## src/rtl/systolic_pkg.sv

```systemverilog
// -----------------------------------------------------------------------------
// systolic_pkg
// Shared constants, state encoding and skew helper for the 4x4
// output-stationary systolic array sequencer.
//   N  : array dimension (rows = columns)
//   DW : operand width
//   CW : accumulator width inside the array
// -----------------------------------------------------------------------------
package systolic_pkg;

    localparam int N  = 4;
    localparam int DW = 16;
    localparam int CW = 32;

    typedef enum logic [2:0] {
        IDLE,
        CLEAR,
        FEED,
        DRAIN,
        DONE
    } state_t;

    // Lane `lane` carries buffer entry (t - lane) at schedule step t when
    // that entry lies inside 0..k-1; outside that window the lane is 0.
    function automatic logic skew_valid(input int unsigned t,
                                        input int unsigned lane,
                                        input int unsigned k);
        return (t >= lane) && ((t - lane) < k);
    endfunction

endpackage

```

## src/rtl/systolic_mm_ctrl_skew_feeder.sv

```systemverilog
// -----------------------------------------------------------------------------
// skew_feeder
// One edge lane of the systolic array: a K-deep operand buffer plus the
// registered, lane-skewed read that drives the array edge.
//   clk, rst : clock, asynchronous active-low reset (clears o_q only)
//   i_we     : buffer write strobe (already qualified by the controller)
//   i_wk     : buffer index to write
//   i_wd     : write data
//   i_lane   : lane offset (row i for A lanes, column j for B lanes)
//   i_en     : next cycle is a FEED/DRAIN cycle
//   i_t      : schedule step of the next cycle
//   o_q      : registered operand for the array edge
// -----------------------------------------------------------------------------
module skew_feeder
    import systolic_pkg::*;
#(
    parameter int K  = 4,
    parameter int KW = 4
) (
    input  logic          clk,
    input  logic          rst,
    input  logic          i_we,
    input  logic [KW-1:0] i_wk,
    input  logic [DW-1:0] i_wd,
    input  logic [1:0]    i_lane,
    input  logic          i_en,
    input  logic [KW+2:0] i_t,
    output logic [DW-1:0] o_q
);

    // Indexed by the full k range so any wr_k value addresses an entry;
    // entries at K and above are never written (filtered upstream) nor read.
    logic [DW-1:0] r_buf [2**KW];
    logic [DW-1:0] r_q;
    logic [KW-1:0] w_off;
    logic          w_hit;

    always_comb begin
        // Only the low KW bits matter: when w_hit is set, t - lane < K <= 2**KW.
        w_off = i_t[KW-1:0] - KW'(i_lane);
        w_hit = i_en && skew_valid(32'(i_t), 32'(i_lane), K);
    end

    always_ff @(posedge clk) begin
        if (i_we) begin
            r_buf[i_wk] <= i_wd;
        end
    end

    always_ff @(posedge clk or negedge rst) begin
        if (!rst) begin
            r_q <= '0;
        end else begin
            r_q <= w_hit ? r_buf[w_off] : '0;
        end
    end

    assign o_q = r_q;

endmodule

```

## src/rtl/systolic_mm_ctrl.sv

```systemverilog
// -----------------------------------------------------------------------------
// systolic_mm_ctrl
// Sequencer for the 4x4 output-stationary systolic array. Buffers a 4xK A
// matrix and a Kx4 B matrix from the host, then per run: clears the array,
// streams skewed operands into its edges, waits for the wavefront to drain,
// and pulses done while c0..c15 hold A*B.
//   clk, rst        : clock, asynchronous active-low reset
//   start           : begin a run (honoured in IDLE or DONE only)
//   wr_en/sel/idx/k : operand buffer write (sel 0 = A[idx][k], 1 = B[k][idx])
//   wr_data         : operand value
//   arr_rst         : synchronous active-high reset for the array
//   in_a0..in_a3    : row feeds
//   in_b0..in_b3    : column feeds
//   busy            : high in CLEAR, FEED and DRAIN
//   done            : one-cycle pulse, results valid in that cycle
//   t_cnt           : schedule step (debug), 0 outside FEED/DRAIN
// -----------------------------------------------------------------------------
module systolic_mm_ctrl
    import systolic_pkg::*;
#(
    parameter int K  = 4,
    parameter int KW = 4
) (
    input  logic          clk,
    input  logic          rst,
    input  logic          start,
    input  logic          wr_en,
    input  logic          wr_sel,
    input  logic [1:0]    wr_idx,
    input  logic [KW-1:0] wr_k,
    input  logic [DW-1:0] wr_data,
    output logic          arr_rst,
    output logic [DW-1:0] in_a0,
    output logic [DW-1:0] in_a1,
    output logic [DW-1:0] in_a2,
    output logic [DW-1:0] in_a3,
    output logic [DW-1:0] in_b0,
    output logic [DW-1:0] in_b1,
    output logic [DW-1:0] in_b2,
    output logic [DW-1:0] in_b3,
    output logic          busy,
    output logic          done,
    output logic [KW+2:0] t_cnt
);

    localparam logic [KW+2:0] T_FEED_LAST  = (KW+3)'(K + N - 2);
    localparam logic [KW+2:0] T_DRAIN_LAST = (KW+3)'(K + 2*N - 2);

    state_t        r_state;
    state_t        w_state_nxt;
    logic [KW+2:0] r_t;
    logic [KW+2:0] w_t_nxt;
    logic          w_feed_nxt;
    logic          w_wr_ok;
    logic [DW-1:0] w_a [N];
    logic [DW-1:0] w_b [N];

    // ---------------- state register ----------------
    always_ff @(posedge clk or negedge rst) begin
        if (!rst) begin
            r_state <= IDLE;
        end else begin
            r_state <= w_state_nxt;
        end
    end

    // ---------------- next-state logic ----------------
    always_comb begin
        w_state_nxt = r_state;
        unique case (r_state)
            IDLE:    if (start) w_state_nxt = CLEAR;
            CLEAR:   w_state_nxt = FEED;
            FEED:    if (r_t == T_FEED_LAST) w_state_nxt = DRAIN;
            DRAIN:   if (r_t == T_DRAIN_LAST) w_state_nxt = DONE;
            DONE:    w_state_nxt = start ? CLEAR : IDLE;
            default: w_state_nxt = IDLE;
        endcase
    end

    // ---------------- outputs ----------------
    always_comb begin
        arr_rst = 1'b0;
        busy    = 1'b0;
        done    = 1'b0;
        unique case (r_state)
            IDLE:        arr_rst = 1'b1;
            CLEAR: begin
                arr_rst = 1'b1;
                busy    = 1'b1;
            end
            FEED, DRAIN: busy = 1'b1;
            DONE:        done = 1'b1;
            default:     arr_rst = 1'b1;
        endcase
    end

    // Feeders register their outputs, so they are driven from the schedule
    // step of the *next* cycle; this keeps in_a*/in_b* aligned with t_cnt.
    always_comb begin
        w_feed_nxt = (w_state_nxt == FEED) || (w_state_nxt == DRAIN);
        w_t_nxt    = '0;
        if (w_feed_nxt && (r_state != CLEAR)) begin
            w_t_nxt = r_t + (KW+3)'(1);
        end
    end

    always_ff @(posedge clk or negedge rst) begin
        if (!rst) begin
            r_t <= '0;
        end else begin
            r_t <= w_t_nxt;
        end
    end

    always_comb begin
        w_wr_ok = wr_en && ((r_state == IDLE) || (r_state == DONE))
                  && (32'(wr_k) < K);
    end

    for (genvar g = 0; g < N; g++) begin : g_lane
        skew_feeder #(
            .K  (K),
            .KW (KW)
        ) u_feed_a (
            .clk    (clk),
            .rst    (rst),
            .i_we   (w_wr_ok && !wr_sel && (wr_idx == 2'(g))),
            .i_wk   (wr_k),
            .i_wd   (wr_data),
            .i_lane (2'(g)),
            .i_en   (w_feed_nxt),
            .i_t    (w_t_nxt),
            .o_q    (w_a[g])
        );

        skew_feeder #(
            .K  (K),
            .KW (KW)
        ) u_feed_b (
            .clk    (clk),
            .rst    (rst),
            .i_we   (w_wr_ok && wr_sel && (wr_idx == 2'(g))),
            .i_wk   (wr_k),
            .i_wd   (wr_data),
            .i_lane (2'(g)),
            .i_en   (w_feed_nxt),
            .i_t    (w_t_nxt),
            .o_q    (w_b[g])
        );
    end

    assign in_a0 = w_a[0];
    assign in_a1 = w_a[1];
    assign in_a2 = w_a[2];
    assign in_a3 = w_a[3];
    assign in_b0 = w_b[0];
    assign in_b1 = w_b[1];
    assign in_b2 = w_b[2];
    assign in_b3 = w_b[3];
    assign t_cnt = r_t;

endmodule

```

## config.mk

```make
export PLATFORM = sky130hd
export DESIGN_NAME = systolic_mm_ctrl
export DESIGN_NICKNAME = d
export VERILOG_FILES = /design/src/rtl/systolic_pkg.sv /design/src/rtl/systolic_mm_ctrl_skew_feeder.sv /design/src/rtl/systolic_mm_ctrl.sv
export SDC_FILE = /design/constraint.sdc
export NUM_CORES = 1
export LEC_CHECK = 0
export CAP_MARGIN = 20
export CORE_ASPECT_RATIO = 0.6
export CORE_MARGIN = 5
export CORE_UTILIZATION = 36
export DETAILED_ROUTE_END_ITERATION = 16
export GPL_ROUTABILITY_DRIVEN = 0
export PLACE_DENSITY = 0.61
export SLEW_MARGIN = 20
export SYNTH_ARGS = -nofsm -noshare
export SYNTH_HDL_FRONTEND = slang
export SYNTH_SLANG_ARGS = --single-unit
export TNS_END_PERCENT = 50
```

## constraint.sdc

```tcl
create_clock -name clk -period 5.77 [get_ports clk]
set_input_delay 1.154 -clock clk [delete_from_list [all_inputs] [get_ports clk]]
set_output_delay 1.154 -clock clk [all_outputs]
set_load 0.01 [all_outputs]
```

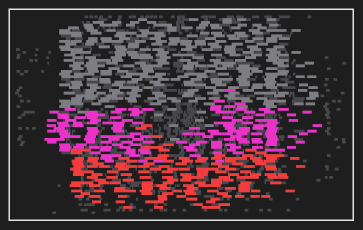
Figure 1: run 1, hierarchy map of the flops.
Scale: 1 px per um. Other sequential cells in the stronger grey, the rest of the logic in the fainter grey.
red -> `g_lane[0]`  # sequential cells 164
magenta -> `g_lane[2]`  # sequential cells 160, where a horizontal strip, middle

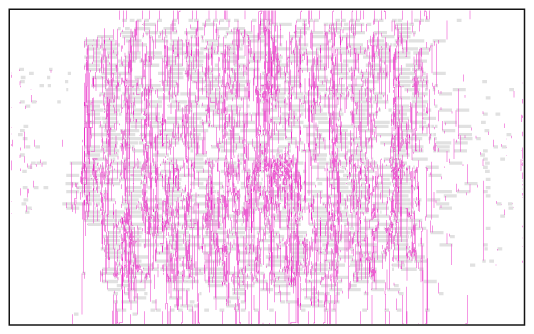
Figure 2: run 1, signal wires on met2.
Scale: 1.5 px per um. Cells faint in the background.
nets with wire on the layer = 1316
longest straight run = 75.7 um

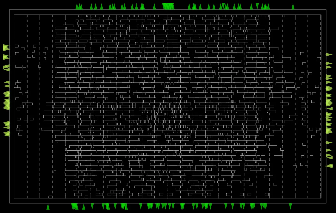
Figure 3: run 1, placement view.
FP Rows: 73
Tapcell Cnt: 900

==> results.toml, run 1 <==
# generated from flow reports
[outcome]
outcome = "finished clean"

[critical_path]
crit_chain = "ha_2, or4b_1, o21ai_2, nor2_1, inv_2, ha_1, nor4bb_1, a311oi_1, o22ai_1, and4b_2, and3b_1"
r2r_setup_slack_ps = 1670
crit_family = "simple AND/OR/NAND/NOR gates"
end_kind = "flip-flop"
start_kind = "flip-flop"
crit_cells = 11
crit_slowest_cell = "or4b_1"
max_stage_delay_ps = 640
cp-startpoint = "t_cnt[1]"
required_ps = 6320

[power]
maxPowerGroup = "combinational cells"
finalPower_uw = 15600
p_seq_uw = 5550
clkPwrFrac = 0.272
clk-power_uw = 4240
p_int_uw = 10300

[global_route]
use_met2 = 0.243
grt.busiest_layer = "met2"
grt_pass1_wl_mm = 86.1
grt_use_met1 = 0.240
grt_max_degree = 85
grt_use_total = 0.160
grt-ovfl-total = 0
grt_use_met3 = 0.0334

[layout]
final_cell_mix = "edfxtp_1, clkdlybuf4s50_1, nand2_1, dfrtp_1"
final_nets = 1547
drive_gt1_frac = 0.153
nFillCells = 5674
fin_util = 0.438
final_cells = 2466
comb_area_frac = 0.159
logic_gates = 566
largest_register_ff_count = 260
num_antenna_cells = 0
layout.area.seq_um2 = 18900

[drt]
dr.first_iter.drc_count = 1170
routed_via_density = 5.14
wl_met3_mm = 4.10
vias = 12700
dr.pass1.iters = 5
drt_wl_total_mm = 58.1
drc = 0

[final_timing]
maxSlewViolCount = 0
holdWs_ps = 505
layout_min_cycle_time_ps = 4100
rsz0062_at_grt = "false"
worst_slew_pin_slew_ps = 1020
skew_ps = 16.0
fin_crit_sh = 0.711

[floorplan]
ios = 165
die_h_um = 210
core_area_um2 = 65900
die_width_um = 343

[logic_synthesis]
edf_count = 516
synthArstFlopShare = 0.211
numSynthFlops = 654
syn_area_per_cell_um2 = 18.3
ys_sh_adder = 0.00367
ys_area_um2 = 23900
yosysSeqAreaShare = 0.793
yosysCellCount = 1304
top_area_cell = "edfxtp_1"
netlist_area_um2 = 23900
synthCells = 1304
simple_gate_area_frac = 0.0673
xor_area_frac = 0.00330

[clock_network]
postCtsSetupRepairBufs = 0
cts_tree = "built"
cts_buffer_depth = 3

[worst_hold_path]
min_from = "r_state[1]"

[placed_design]
port_buffers = 164
dpl.cell_count = 2350
--- run 2 (diff from run 1) ---
==> constraint.sdc (replaced) <==
create_clock -name clk -period 3.79 [get_ports clk]
set_input_delay 0.758 -clock clk [delete_from_list [all_inputs] [get_ports clk]]
set_output_delay 0.758 -clock clk [all_outputs]
set_load 0.01 [all_outputs]
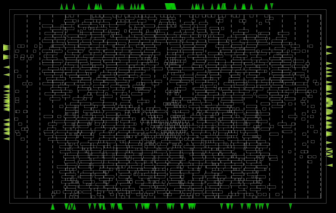
Figure 4: run 2, placement view.
final std cells w/o fill: 2484
seq_cells: 654

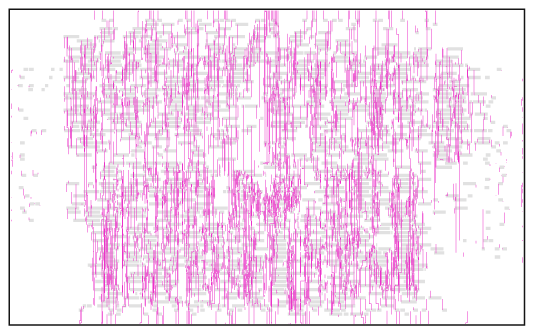
Figure 5: run 2, signal wires on met2.
Scale: 1.5 px per um. Cells faint in the background.
main direction = vertical
longest straight run = 91.8 um
share of all routed wire = 45%
wire length on this layer = 26.2 mm
nets with wire on the layer = 1277

==> results.toml, run 2 <==
# generated from flow reports
[power]
power_switching_uw = 8000
clk-power_uw = 6050
finalPower_uw = 23500
powerComb_uw = 9030
clkPwrFrac = 0.258
maxPowerGroup = "combinational cells"
p_int_uw = 15500
p_seq_uw = 8420

[clock_network]
cts_buffer_depth = 3
postCtsSetupRepairBufs = 0
htree_levels = 2
cts_tree = "built"

[placed_design]
dpl.cell_count = 2369
port_buffers = 164

[global_route]
grt_max_degree = 75
grt_pass1_vias = 12900
grt_use_met1 = 0.240
grt.busiest_layer = "met2"
grt_use_met3 = 0.0369
antenna_found_initial = 1
use_met2 = 0.244
grt-ovfl-total = 0
grt_use_total = 0.161
grt_pass1_wl_mm = 86.4

[logic_synthesis]
numSynthFlops = 654
netlist_area_um2 = 23900
ys.flop_type = "edfxtp_1"
ys_area_um2 = 23900
synth.distinct_cells = 52
syn_area_per_cell_um2 = 18.3
synth.most_common_cell = "edfxtp_1"
synthCells = 1304
xor_area_frac = 0.00330
ys_sh_adder = 0.00367
synthArstFlopShare = 0.211
edf_count = 516
top_area_cell = "edfxtp_1"
yosysSeqAreaShare = 0.793
yosysCellCount = 1304
simple_gate_area_frac = 0.0673

[critical_path]
crit_chain = "ha_1, or4b_1, nor2_8, nor3_4, nand2_4, inv_1, ha_2, buf_4, mux4_2, nor2b_1"
max_stage_delay_ps = 620
r2r_setup_slack_ps = 370
cp_data_arrival_time_ps = 3890
end_kind = "flip-flop"
crit_slowest_cell = "or4b_1"
required_ps = 4270
crit_cells = 10
crit_fanout = 24
start_kind = "flip-flop"
crit_family = "simple AND/OR/NAND/NOR gates"
cp-endpoint = "g_lane[3].u_feed_b.o_q[12]"
cp-startpoint = "t_cnt[1]"

[floorplan]
ios = 165
tap_cells = 900
rows = 73
die_width_um = 343
die_h_um = 210
core_area_um2 = 65900

[final_timing]
setup_viol_count_final = 0
fin_tns_setup_ps = 0
worst_slew_pin_slew_ps = 835
fin_crit_sh = 0.901
maxSlewViolCount = 0
timing.fmax_ghz = 0.293
layout_min_cycle_time_ps = 3420
rsz0062_at_grt = "false"
skew_ps = 20.8
holdWs_ps = 165

[drt]
drc = 0
dr.pass1.iters = 5
vias = 12500
dr.first_iter.drc_count = 999
routed_via_density = 5.04
drt_wl_total_mm = 58.3
wl_met3_mm = 3.79

[layout]
num_antenna_cells = 4
final_cell_mix = "edfxtp_1, clkdlybuf4s50_1, nand2_1, dfrtp_1, buf_4"
drive_gt1_frac = 0.156
final_nets = 1564
largest_class = "flip-flops and latches"
fin_area_um2 = 28900
logic_gates = 566
comb_area_frac = 0.157
layout.area.seq_um2 = 18900
largest_register_ff_count = 260
nFillCells = 5696

[outcome]
outcome = "finished clean"
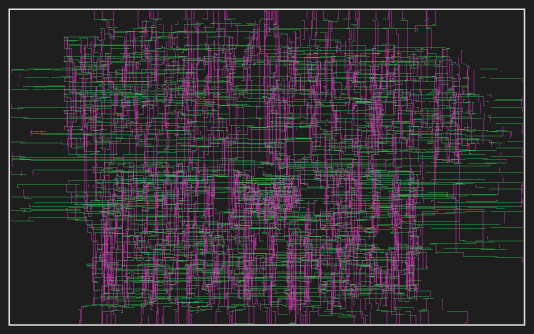
Figure 6: run 2, signal wires by layer.
Scale: 1.5 px per um. Only two layers are drawn.
green -> M1  # wire length 27.2 mm
magenta -> M2  # wire length 26.2 mm

--- run 3 (diff from run 2) ---
--- a/config.mk
+++ b/config.mk
@@ -5,7 +5,6 @@
 export SDC_FILE = /design/constraint.sdc
 export NUM_CORES = 1
 export LEC_CHECK = 0
-export CAP_MARGIN = 20
 export CORE_ASPECT_RATIO = 0.6
 export CORE_MARGIN = 5
 export CORE_UTILIZATION = 36
==> constraint.sdc (replaced) <==
create_clock -name clk -period 3.79 [get_ports clk]
set_input_delay 0.758 -clock clk [delete_from_list [all_inputs] [get_ports clk]]
set_output_delay 0.758 -clock clk [all_outputs]
set_load 0.005 [all_outputs]
==> results.toml, run 3 <==
# generated from flow reports
[outcome]
outcome = "finished clean"

[layout]
logic_gates = 566
largest_class = "flip-flops and latches"
final_cell_mix = "edfxtp_1, clkdlybuf4s50_1, nand2_1, dfrtp_1, buf_4"
fin_util = 0.439
nFillCells = 5696
layout.area.seq_um2 = 18900
final_nets = 1564
drive_gt1_frac = 0.156
flops = 654
largest_register_ff_count = 260
comb_area_frac = 0.157
fin_area_um2 = 28900

[drt]
routed_via_density = 5.04
dr.first_iter.drc_count = 999
drt_wl_total_mm = 58.3
vias = 12500

[critical_path]
cp-endpoint = "g_lane[3].u_feed_b.o_q[12]"
max_stage_delay_ps = 620
crit_cells = 10
cp-startpoint = "t_cnt[1]"
required_ps = 4270
crit_family = "simple AND/OR/NAND/NOR gates"
crit_chain = "ha_1, or4b_1, nor2_8, nor3_4, nand2_4, inv_1, ha_2, buf_4, mux4_2, nor2b_1"
r2r_setup_slack_ps = 370
start_kind = "flip-flop"

[logic_synthesis]
synthArstFlopShare = 0.211
yosysSeqAreaShare = 0.793
edf_count = 516
simple_gate_area_frac = 0.0673
ys_area_um2 = 23900
numSynthFlops = 654
xor_area_frac = 0.00330
ys_sh_adder = 0.00367
yosysCellCount = 1304
synthCells = 1304
synth.distinct_cells = 52
top_area_cell = "edfxtp_1"

[floorplan]
rows = 73
die_width_um = 343
core_area_um2 = 65900
die_h_um = 210
tap_cells = 900

[final_timing]
fin_tns_setup_ps = 0
fin_crit_sh = 0.901
rsz0062_at_grt = "false"
layout_min_cycle_time_ps = 3420
worst_slew_pin_slew_ps = 835
setup_viol_count_final = 0

[global_route]
grt_pass1_vias = 12900
grt-ovfl-total = 0
grt_max_degree = 75
grt.busiest_layer = "met2"
use_met2 = 0.244
grt_use_met3 = 0.0369

[power]
p_seq_uw = 8420
powerComb_uw = 8900
clk-power_uw = 6050
maxPowerGroup = "combinational cells"
p_int_uw = 15500
clkPwrFrac = 0.259

[clock_network]
cts_tree = "built"
htree_levels = 2
cts_buffer_depth = 3
postCtsSetupRepairBufs = 0
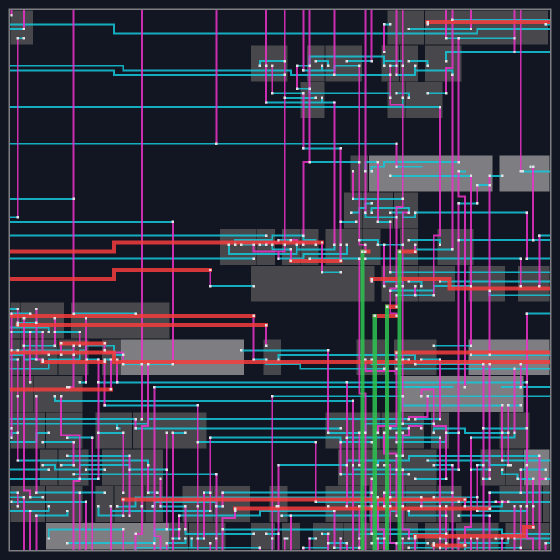
Figure 7: run 3, zoomed window.
Window x 151 to 191, y 85 to 125 um. Cells in grey, sequential cells in the stronger grey; small squares are vias.
red -> M3
green -> M4
cyan -> M1
magenta -> M2
cells with their middle in the window = 85
netlist names of flops here include = `r_state` (3), `t_cnt` (2)
most frequent = nor2_1 (18), buf_4 (14)
sequential cells in the window = 5

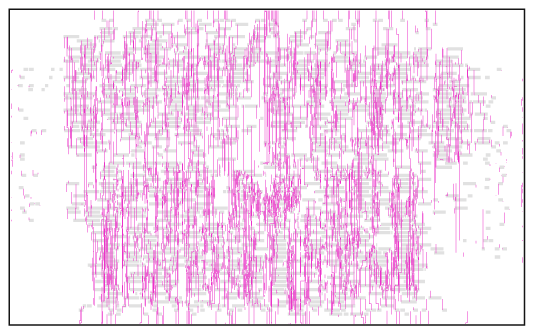
Figure 8: run 3, signal wires on met2.
Scale: 1.5 px per um. Cells faint in the background.
wire length on this layer = 26.2 mm
share of all routed wire = 45%
nets with wire on the layer = 1277
main direction = vertical
longest straight run = 91.8 um

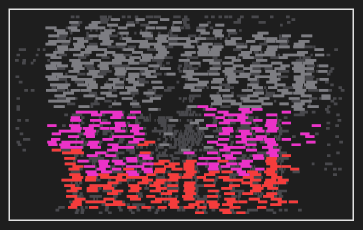
Figure 9: run 3, hierarchy map of the flops.
Scale: 1 px per um. Other sequential cells in the stronger grey, the rest of the logic in the fainter grey.
magenta -> `g_lane[2]`  # sequential cells 160
red -> `g_lane[0]`  # sequential cells 164

